Figure 1. Pin map.
Pins as bars across the die edge, other pins in gray.
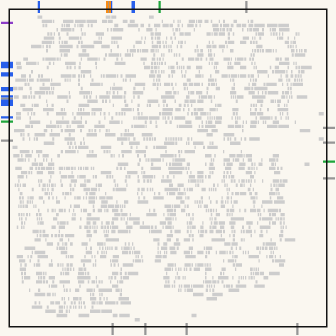
Figure 2. Signal wires by layer.
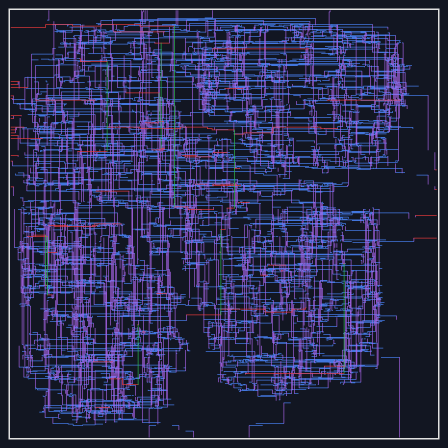
Figure 3. The clock network.
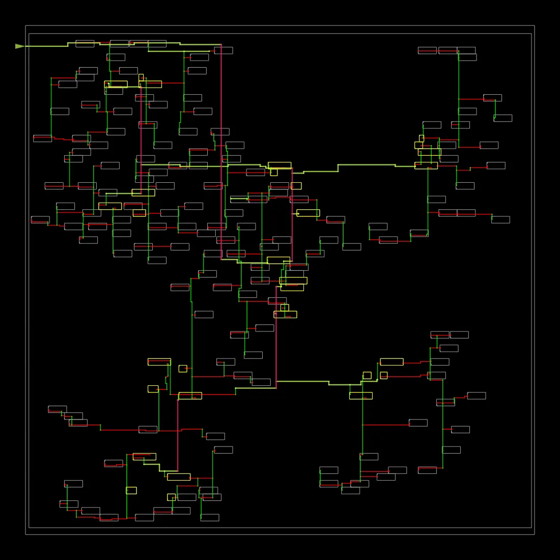
**src/rtl/clock_divider_multi.sv**
```systemverilog
`timescale 1ns/1ps
// clock_divider_multi: NCH independent clock-enable dividers with shadowed run-time divisors.
// Optional feature: define PHASE_ALIGN_EN to add an align input that restarts every enabled channel.
module clock_divider_multi #(
    parameter int NCH = 3,
    parameter int CNT_W = 16,
    parameter int CH_W = 2,
    parameter logic [NCH*CNT_W-1:0] DIV_INIT = {16'd1316, 16'd1000, 16'd5000}
) (
    input  logic             clk_in,
    input  logic             rst,
    input  logic [NCH-1:0]   en,
`ifdef PHASE_ALIGN_EN
    input  logic             align,
`endif
    input  logic             load,
    input  logic [CH_W-1:0]  load_ch,
    input  logic [CNT_W-1:0] load_div,
    output logic [NCH-1:0]   clk_out,
    output logic [NCH-1:0]   tick,
    output logic [NCH-1:0]   pending
);

    logic load_valid;

    assign load_valid = load && (int'(load_ch) < NCH);

    for (genvar c = 0; c < NCH; c++) begin : g_ch
        logic [CNT_W-1:0] cnt;
        logic [CNT_W-1:0] cnt_next;
        logic [CNT_W-1:0] div_act;
        logic [CNT_W-1:0] div_shd;
        logic [CNT_W-1:0] low_len;
        logic             run;
        logic             wrap;
        logic             restart;
        logic             wr_sel;
        logic             clk_r;
        logic             tick_r;
        logic             pend_r;

        // A divisor of 0 or 1 parks the channel, exactly like a cleared enable.
        assign run      = en[c] && (div_act >= CNT_W'(2));
        assign wrap     = run && (cnt >= div_act - CNT_W'(1));
        assign cnt_next = wrap ? '0 : cnt + CNT_W'(1);
        assign low_len  = div_act - (div_act >> 1);
        assign wr_sel   = load_valid && (load_ch == CH_W'(c));

`ifdef PHASE_ALIGN_EN
        assign restart = !run || (align && en[c]);
`else
        assign restart = !run;
`endif

        // Shadow commits only at a period boundary; a same-edge write lands after the commit.
        always_ff @(posedge clk_in) begin
            if (rst) begin
                cnt     <= '0;
                div_act <= DIV_INIT[c*CNT_W +: CNT_W];
                div_shd <= DIV_INIT[c*CNT_W +: CNT_W];
                pend_r  <= 1'b0;
                clk_r   <= 1'b0;
                tick_r  <= 1'b0;
            end else begin
                if (restart) begin
                    cnt    <= '0;
                    clk_r  <= 1'b0;
                    tick_r <= 1'b0;
                end else begin
                    cnt    <= cnt_next;
                    clk_r  <= (cnt_next >= low_len);
                    tick_r <= wrap;
                end
                if ((restart || wrap) && pend_r) begin
                    div_act <= div_shd;
                    pend_r  <= 1'b0;
                end
                if (wr_sel) begin
                    div_shd <= load_div;
                    pend_r  <= 1'b1;
                end
            end
        end

        assign clk_out[c] = clk_r;
        assign tick[c]    = tick_r;
        assign pending[c] = pend_r;
    end

endmodule

```
**config.mk**
```make
export PLATFORM = sky130hd
export DESIGN_NAME = clock_divider_multi
export DESIGN_NICKNAME = d
export VERILOG_FILES = /design/src/rtl/clock_divider_multi.sv
export SDC_FILE = /design/constraint.sdc
export NUM_CORES = 1
export LEC_CHECK = 0
export ABC_AREA = 1
export CORE_UTILIZATION = 31
export DETAILED_ROUTE_END_ITERATION = 8
export GPL_ROUTABILITY_DRIVEN = 0
export HOLD_SLACK_MARGIN = 0.05
export PLACE_DENSITY_LB_ADDON = 0.08
export SKIP_CTS_REPAIR_TIMING = 1
export SYNTH_ARGS = -nofsm -noshare
export SYNTH_HDL_FRONTEND = slang
export SYNTH_SLANG_ARGS = --single-unit
```
**constraint.sdc**
```tcl
create_clock -name clk_in -period 5.5 [get_ports clk_in]
set_clock_uncertainty 0.2 [all_clocks]
set_input_delay 0.55 -clock clk_in [delete_from_list [all_inputs] [get_ports clk_in]]
set_output_delay 0.55 -clock clk_in [all_outputs]
set_load 0.005 [all_outputs]
```
==> flow_metrics.env <==
# yosys + openroad results
export IMPL_worst_slack_ns=0.7243
export IMPL_wl_met2_mm=15.44
export IMPL_syn_area_per_cell_um2=7.034
export IMPL_r2r_end="g_ch[0].clk_r$_SDFF_PP0_"
export IMPL_seq_power_mw=1.17
export IMPL_vias=11030
export IMPL_edf_count=0
export IMPL_finalSetupViolations=0
export IMPL_wl_met1_mm=18.60
export IMPL_crit_start="g_ch[0].div_act[1]$_SDFFE_PP0P_"
export IMPL_min_path_cells=2
export IMPL_yosysChipArea_um2=12720
export IMPL_placed_cells=2323
export IMPL_place_ws_ns=0.7327
export IMPL_powerClk_mw=1.19
export IMPL_grt_max_degree=31
export IMPL_p_int_mw=1.984
export IMPL_logic_family="simple AND/OR/NAND/NOR gates"
export IMPL_wl_per_cell_um=14.99
export IMPL_seqCellArea_um2=3063
export IMPL_cts_tree="built"
export IMPL_power_leader="the clock network"
export IMPL_p_total_mw=2.915
export IMPL_crit_type="register to register"
export IMPL_drc=0
export IMPL_mi_logic_area_um2=8359
export IMPL_p_switching_uw=931.3
export IMPL_rsz0062_at_grt="no"
export IMPL_min_from="g_ch[1].div_shd[0]$_SDFFE_PP0P_"
export IMPL_slew_limit_headroom=0.4433
export IMPL_chip_area_um2=41840
export IMPL_die_x_um=204.5
export IMPL_wl_met3_um=825
export IMPL_hold_viol=0
export IMPL_drt_first_pass_iters=5
export IMPL_drive_gt1_frac=0.04647
export IMPL_p_comb_frac=0.192
export IMPL_die_size_y_um=204.5
export IMPL_fin_crit_ns=4.776
export IMPL_ys_flop_type="dfxtp_1"
export IMPL_overflow=0
export IMPL_ys_flops=153
export IMPL_powerComb_uw=560
export IMPL_worstPathArrival_ns=4.97
export IMPL_clk_pin_slew_worst_paths_ns=0.07
export IMPL_powerDensity_nw_per_um2=207.8
export IMPL_mux_share=0
export IMPL_hp_class="register to register"
export IMPL_ys_sh_aoi=0.1168
export IMPL_wirelength_mm=35.28
export IMPL_adder_share=0.2084
export IMPL_postLayoutCellArea_um2=14030
export IMPL_cap_violations=0
export IMPL_reg2reg_slack_ns=0.72
export IMPL_n_antenna_cell=0
export IMPL_min_to="g_ch[1].div_shd[0]$_SDFFE_PP0P_"
export IMPL_p_seq_frac=0.400
export IMPL_core_area_um2=40100
export IMPL_synthArstFlopShare=0
export IMPL_cts_buffers=17
export IMPL_ys_sh_simple=0.2598
export IMPL_cp_endpoint="g_ch[0].clk_r$_SDFF_PP0_"
export IMPL_holdWs_ns=0.2502
export IMPL_antenna_found_initial=0
export IMPL_place_area_um2=13450
export IMPL_start_kind="register"
export IMPL_warnings=89
export IMPL_final_core_utilization=0.3498
export IMPL_yosys_area_share_xor_xnor=0.07231
export IMPL_drv_slew=0
export IMPL_post_route_period_util=0.8683
export IMPL_place_port_buffers=32
export IMPL_clk_path_buf_depth=2
export IMPL_first_iter_violations=562
export IMPL_outcome="finished, final reports clean"
export IMPL_h_tree_depth=4
export IMPL_ios=33
export IMPL_fin_setup_tns_ns=0
export IMPL_synth_distinct_cells=45
export IMPL_fmax_ghz=0.2094
export IMPL_top_cells_by_count="nand2_1 (329), inv_1 (255), ha_1 (207)"
export IMPL_leakagePower_nw=6.598
export IMPL_grt_pass1_vias=10550
export IMPL_synthToLayoutAreaGrowth_pct=10.29
export IMPL_worstMarginPinSlew_ns=0.8350
export IMPL_final_cell_count_no_fill=2354
export IMPL_synth_top_cell_area_share=0.2409
export IMPL_reg_top3="g_ch.cnt x48, g_ch.div_act x48, g_ch.div_shd x48"
export IMPL_cp_max_fo=28
export IMPL_synthesis_area_um2=12720
export IMPL_postSynthCellCount=1808
export IMPL_rows=73
export IMPL_num_fill_cells=4332
export IMPL_clock_root_buffer="clkbuf_16"
export IMPL_vdd_drop_max_uv=210.2
export IMPL_grt_usage=0.1758
export IMPL_finalNetCount=2051
export IMPL_rr_startpoint="g_ch[0].div_act[1]$_SDFFE_PP0P_"
export IMPL_ant_nets=0
export IMPL_grt_first_pass_wirelength_mm=57.24
export IMPL_clkPwrFrac=0.408
export IMPL_initial_core_util=0.3172
export IMPL_swShare=0.3195
export IMPL_ys_seq_frac=0.2409
export IMPL_dp_final_hpwl_mm=28.45
export IMPL_critPathCaptureType="register"
export IMPL_synth_area_leader_cell="dfxtp_1"
-- Figure 1 (at the start) --
blue -> load_div  # pins 16, direction input, edge 12 left, 4 top
purple -> clk_in  # pins 1, direction input, edge left
orange -> load_ch  # pins 2, direction input, edge top
green -> pending  # pins 3, direction output, edge 1 right, 1 left, 1 top

-- Figure 2 (at the start) --
green -> met4  # wire length 404 µm
purple -> met2  # wire length 15400 µm
red -> met3  # wire length 826 µm
blue -> met1  # wire length 18600 µm

-- Figure 3 (at the start) --
Seq cells: 153
Latency at later pin: 0.44 ns
clk sinks: 153
clock buf count: 18

==> worst max-delay path, cell delays in order, from the launching register on <==
cell and delay [ns]:
dfxtp_1 0.49, inv_1 0.14, ha_1 0.21, a21oi_1 0.23
o21ai_1 0.13, a21oi_1 0.24, nand2_1 0.16, nor2_2 0.21
nand2_1 0.09, xor2_1 0.15, ha_1 0.30, nand4_1 0.12
nor3_1 0.24, nand2_2 0.12, nand2_1 0.08, nand2_2 0.11
inv_2 0.40, nor2_1 0.09, ha_1 0.31, nand2_1 0.07
inv_1 0.05, nand3_1 0.08, nor3_1 0.20, nand3_1 0.10
nand3_1 0.09, nand2_1 0.05, inv_1 0.04
==> cell type report <==
class | instances | area share
Clock buffer | 18 | 0.03131
Clock inverter | 13 | 0.009456
Inverter | 263 | 0.07038
Multi-Input combinational cell | 1341 | 0.5960
Sequential cell | 153 | 0.2184
Tap cell | 525 | 0.04683
Timing Repair Buffer | 41 | 0.02765
==> placed cells by master (no fill, tap or decap), types with 4 or more instances in the layout <==
master	synthesis	final
o21a_1	4	4
nand3b_1	4	4
nor2_1	180	180
inv_2	7	7
xor2_1	92	92
o21ai_0	65	65
a211oi_1	4	4
nand3_1	128	128
o21ai_2	5	5
buf_4	14	9
dfxtp_1	153	153
and2_1	7	7
clkdlybuf4s50_1	0	32
nand2_2	8	8
a21oi_1	153	153
a21oi_2	7	7
nor2_2	6	6
inv_1	255	255
clkbuf_16	0	17
nand4_1	20	20
xnor2_1	13	13
ha_1	207	207
nand2_1	329	329
nor3_1	60	60
o21bai_1	13	13
inv_6	0	4
o211ai_1	5	5
==> layer usage <==
layer / GRT usage / vias to the layer above
li1: - / 5869
met1: 0.2521 / 5023
met3: 0.02625 / 25
met2: 0.2743 / 113
met5: 0 / -
met4: 0.03998 / 0
